`src/rtl/truth_table_pkg.sv`:
```
// ============================================================================
// Module      : truth_table_pkg
// Description : Shared types and constants for the truth-table scanner.
// Revision    : 1.0 - initial release
// ============================================================================
`default_nettype none

package truth_table_pkg;

    typedef enum logic [1:0] {
        ST_IDLE   = 2'd0,
        ST_DRIVE  = 2'd1,
        ST_SAMPLE = 2'd2,
        ST_DONE   = 2'd3
    } state_t;

    localparam int N_MIN      = 1;
    localparam int N_MAX      = 4;
    localparam int SETTLE_MIN = 1;

    // Number of minterms (mask bits) for an n-input function.
    function automatic int mask_width(input int n);
        return 1 << n;
    endfunction

endpackage

`default_nettype wire

```
`src/rtl/popcount_m.sv`:
```
// ============================================================================
// Module      : popcount_m
// Description : Combinational population count over a W-bit vector.
// Revision    : 1.0 - initial release
// ============================================================================
`default_nettype none

module popcount_m #(
    parameter int W  = 4,
    parameter int OW = $clog2(W + 1)
) (
    input  logic [W-1:0]  i_vec,
    output logic [OW-1:0] o_count
);

    logic [OW-1:0] w_sum;

    always_comb begin
        w_sum = '0;
        for (int i = 0; i < W; i++) begin
            w_sum = w_sum + OW'(i_vec[i]);
        end
    end

    assign o_count = w_sum;

endmodule

`default_nettype wire

```
`src/rtl/truth_table_scanner.sv`:
```
// ============================================================================
// Module      : truth_table_scanner
// Description : Sweeps all input combinations onto two implementations of a
//               Boolean function and records/compares their minterm masks.
// Revision    : 1.0 - initial release
// ============================================================================
`default_nettype none

module truth_table_scanner
    import truth_table_pkg::*;
#(
    parameter int N      = 2,
    parameter int SETTLE = 1
) (
    input  logic                     clock,
    input  logic                     reset,
    input  logic                     start,
    output logic [N-1:0]             stim,
    input  logic                     resp_a,
    input  logic                     resp_b,
    output logic                     busy,
    output logic                     done,
    output logic [mask_width(N)-1:0] mask_a,
    output logic [mask_width(N)-1:0] mask_b,
    output logic [mask_width(N)-1:0] diff,
    output logic                     equal,
    output logic [N:0]               ones_a
);

    localparam int M  = mask_width(N);
    localparam int CW = (SETTLE > 1) ? $clog2(SETTLE) : 1;

    localparam logic [CW-1:0] c_CNT_LAST  = CW'(SETTLE - 1);
    localparam logic [N-1:0]  c_STIM_LAST = N'(M - 1);

    state_t        r_state;
    logic [N-1:0]  r_stim;
    logic [CW-1:0] r_cnt;
    logic          r_busy;
    logic          r_done;
    logic [M-1:0]  r_mask_a;
    logic [M-1:0]  r_mask_b;
    logic [M-1:0]  w_diff;
    logic [N:0]    w_ones_a;

    // The counter runs 0..SETTLE-1 in DRIVE; SAMPLE adds one more cycle, so
    // each minterm occupies SETTLE+1 cycles with the stimulus held constant.
    always_ff @(posedge clock) begin
        if (reset) begin
            r_state  <= ST_IDLE;
            r_stim   <= '0;
            r_cnt    <= '0;
            r_busy   <= 1'b0;
            r_done   <= 1'b0;
            r_mask_a <= '0;
            r_mask_b <= '0;
        end else begin
            r_done <= 1'b0;
            case (r_state)
                ST_IDLE: begin
                    if (start) begin
                        r_mask_a <= '0;
                        r_mask_b <= '0;
                        r_cnt    <= '0;
                        r_stim   <= '0;
                        r_busy   <= 1'b1;
                        r_state  <= ST_DRIVE;
                    end
                end
                ST_DRIVE: begin
                    if (r_cnt == c_CNT_LAST) begin
                        r_state <= ST_SAMPLE;
                    end else begin
                        r_cnt <= r_cnt + CW'(1);
                    end
                end
                ST_SAMPLE: begin
                    r_mask_a[r_stim] <= resp_a;
                    r_mask_b[r_stim] <= resp_b;
                    if (r_stim == c_STIM_LAST) begin
                        r_busy  <= 1'b0;
                        r_done  <= 1'b1;
                        r_state <= ST_DONE;
                    end else begin
                        r_stim  <= r_stim + N'(1);
                        r_cnt   <= '0;
                        r_state <= ST_DRIVE;
                    end
                end
                ST_DONE: begin
                    r_state <= ST_IDLE;
                end
                default: begin
                    r_state <= ST_IDLE;
                end
            endcase
        end
    end

    assign w_diff = r_mask_a ^ r_mask_b;

    popcount_m #(
        .W  (M),
        .OW (N + 1)
    ) u_popcount_a (
        .i_vec   (r_mask_a),
        .o_count (w_ones_a)
    );

    assign stim   = r_stim;
    assign busy   = r_busy;
    assign done   = r_done;
    assign mask_a = r_mask_a;
    assign mask_b = r_mask_b;
    assign diff   = w_diff;
    assign equal  = (w_diff == '0);
    assign ones_a = w_ones_a;

endmodule

`default_nettype wire
```
`config.mk`:
```
export PLATFORM = sky130hd
export DESIGN_NAME = truth_table_scanner
export DESIGN_NICKNAME = d
export VERILOG_FILES = /design/src/rtl/truth_table_pkg.sv /design/src/rtl/popcount_m.sv /design/src/rtl/truth_table_scanner.sv
export SDC_FILE = /design/constraint.sdc
export NUM_CORES = 1
export LEC_CHECK = 0
export ABC_AREA = 1
export ABC_CLOCK_PERIOD_IN_PS = 2130
export CORE_UTILIZATION = 45
export CTS_BUF_LIST = sky130_fd_sc_hd__clkbuf_8
export CTS_CLUSTER_DIAMETER = 30
export DETAILED_ROUTE_END_ITERATION = 10
export GPL_ROUTABILITY_DRIVEN = 0
export HOLD_SLACK_MARGIN = 0.1
export PLACE_DENSITY = 0.78
export SYNTH_ARGS = -nofsm -noshare
export SYNTH_HDL_FRONTEND = slang
export SYNTH_SLANG_ARGS = --single-unit
```
`constraint.sdc`:
```
create_clock -name clock -period 2.13 [get_ports clock]
set_input_delay 0.213 -clock clock [delete_from_list [all_inputs] [get_ports clock]]
set_output_delay 0.213 -clock clock [all_outputs]
set_load 0.005 [all_outputs]
```
### Supply network

Pins as bars on the die edge. Tap cells in gray.
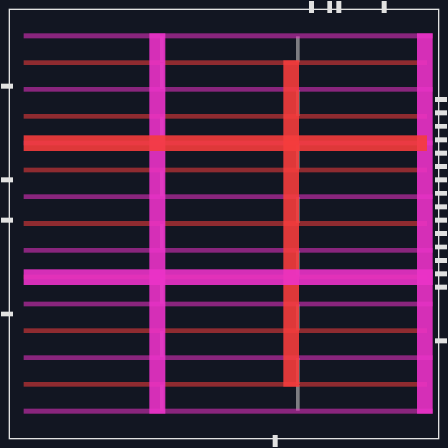
| color | net |
|---|---|
| magenta | VSS |
| red | VDD |
met5 straps: 2
tap cells: 16
VDD IR-drop max: 0.449 mV
Die Y: 43.4 um
die width: 43.4 um
Placeable Area: 1560 um^2

### Sequential cells grouped by signal name

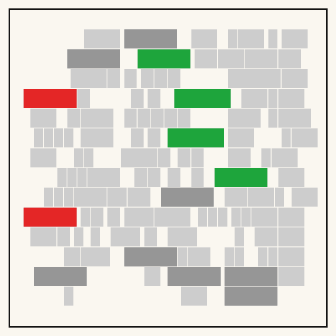
| color | name in the netlist | sequential cells |
|---|---|---|
| green | mask_a | 4 |
| red | stim | 2 |
fin util: 68.9%
register area: 283 um^2

### Placement by cell class

Scale bar: 10 um.
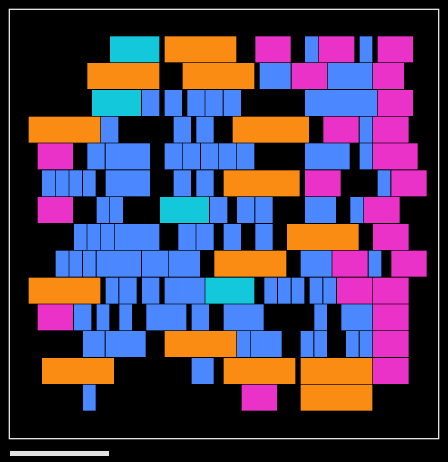
| color | class | cells |
|---|---|---|
| orange | sequential cells | 14 |
| magenta | remaining buffers and delay cells | 24 |
| blue | combinational and other logic | 81 |
| cyan | clock drivers and dummy loads | 4 |
row cnt: 14
design area: 1070 um^2
Seq area share: 26.3%

### Routing congestion

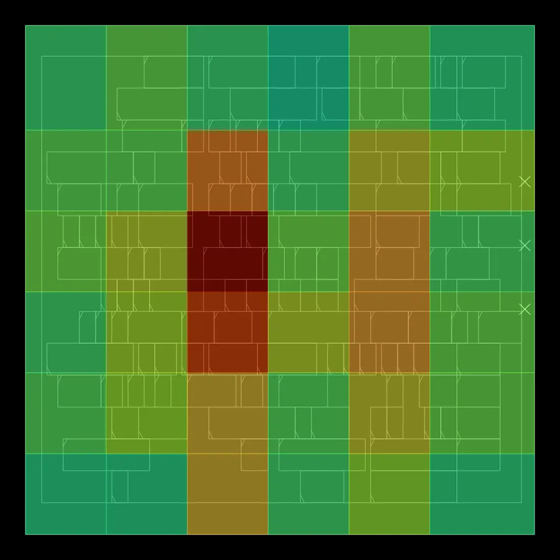
WL/cell: 11.1 um
met3 GRT Util: 4.58%
met2 usage: 32.7%
GRT Overall Usage: 18.5%
met1 Track Usage GR: 20.5%

==> deck_impl_summary.md <==
Synthesis and Place & Route Summary

Clock tree
  • Clk sinks: 14
  • # H-tree levels: 1

Setup path
  • Maximum fanout along the worst path: 4
  • Largest delay contributor family on the critical path: adder cells
  • Crit end category: primary output
  • Largest stage delay, worst path: 0.49 ns
  • Critical-path top delay cell: clkdlybuf4s50_1
  • Critical-path cell list: ha_1 > fa_1 > clkdlybuf4s50_1
  • Path type of the worst setup path: register to primary output

Power
  • Power per cell area: 588 nW/um^2
  • Total chip power: 0.000632 W

Synth
  • Biggest area cells: dfxtp_1, nand3_1, ha_1, nand2_1, a21oi_1
  • Yosys reg bits: 14
  • Most numerous cell in the Yosys netlist: nand3_1
  • Chip Area, Yosys: 772 um^2
  • Area leader share: 36.3%
  • Most common reg cell: dfxtp_1

Timing
  • Final setup viols: 0
  • Fmax: 0.483 GHz
  • RSZ-0062 raised after global routing: false
  • Final Hold Vio Count: 0
  • Setup Skew: 0.00554 ns
  • Final Max Tran Viols: 0

Hold path
  • Worst hold path type: register to register

Run status
  • Failing checks: DRC
  • Status: finished, violations left

Floorplan
  • Chip area: 1890 um^2
  • Fp_density: 49.5%

Drt
  • WL final: 1540 um
  • Metal2 WL: 754 um
  • DRC: 6
  • Iteration-0 DRC Markers: 14

Place
  • PortBufs: 24

GRT
  • Initial antenna violation count: 0
  • First-pass GRT wire length: 2550 um
  • Global route overflow: 0

Final layout
  • Ratio of cells with drive above 1 in the final layout: 11.4%
  • # nets final: 136

Flow run
  • Tool Warnings: 29
-- where the power goes --
part,internal (W),switching [W]
clock network,0.000164,0.0000917
registers,0.000271,0.0000112
logic,0.0000444,0.0000496
-- final timing paths --
check	startpoint	endpoint	slack [ns]	cells after the start
setup / recovery	mask_a[0]$_SDFFE_PP0P_	ones_a[0]	0.06	3
hold / removal	busy$_SDFFE_PP0P_	busy$_SDFFE_PP0P_	0.47	2
setup reg to reg	stim[0]$_SDFFE_PP0P_	mask_a[3]$_SDFFE_PP0P_	0.95	5
hold reg to reg	busy$_SDFFE_PP0P_	busy$_SDFFE_PP0P_	0.47	2
-- worst min-delay path, delay by kind of cell, from the launching register on --
family           cells  cell delay (ns)
AND/OR/NAND/NOR      1             0.07
flip-flops           1             0.31
AND-OR/OR-AND        1             0.04
-- placed cells by master (no fill, tap or decap), types with 2 or more instances in the layout --
master           count
nor2_1               9
nand2_4              2
xnor2_1              4
ha_1                 6
clkdlybuf4s50_1     22
a21oi_1              9
dfxtp_1             12
inv_1               11
nand3_1             18
clkbuf_8             4
nand2_1             13
dfxtp_2              2
nor2_4               2
-- sequential cells by signal (all words and copies together) (netlist names) --
signal and flops:
mask_a 4, done 1, mask_b 4, r_state 2, stim 2, busy 1
-- logic make-up (layout without fill, tap and decap cells) --
kind of cell / Yosys count / in the layout / share of synthesized area [%]
fa+ha+maj: 7 / 7 / 12.3
buf+inv: 15 / 41 / 9.08
flops: 14 / 14 / 36.3
xor+xnor: 4 / 4 / 4.54
compound gates: 10 / 10 / 6.97
simple gates: 47 / 47 / 30.8
-- cell type report --
| class | instances | area share (%) |
|---|---|---|
| Timing Repair Buffer | 24 | 22.5 |
| Inverter | 13 | 5.01 |
| Multi-Input combinational cell | 68 | 39.2 |
| Sequential cell | 14 | 26.3 |
| Tap cell | 16 | 1.86 |
| Clock buffer | 4 | 5.12 |
-- through the flow --
step	util (%)	worst slack, ns	instance area [um^2]	instances	hold slack, ns
after floorplan	-	0.640	772	97	0.285
after global placement	65.2	0.159	1020	135	0.456
after detailed placement	65.2	0.136	1020	135	0.458
after CTS	68.7	0.0251	1070	139	0.471
after global routing	68.9	0.0282	1070	139	0.490
final	68.9	0.0616	1070	139	0.470
-- what timing repair did --
action,CTS,global route
endpoints found under the setup margin,1,1
hold buffers,0,0
gates resized,2,2
buffers inserted,0,0
-- per-layer routing --
| metal | global-route usage [%] | vias up |
|---|---|---|
| met3 | 4.58 | 4 |
| met2 | 32.7 | 28 |
| li1 | - | 364 |
| met1 | 20.5 | 319 |
| met4 | 9.38 | 0 |
| met5 | 0 | - |
Power and IR drop assume default switching activity.
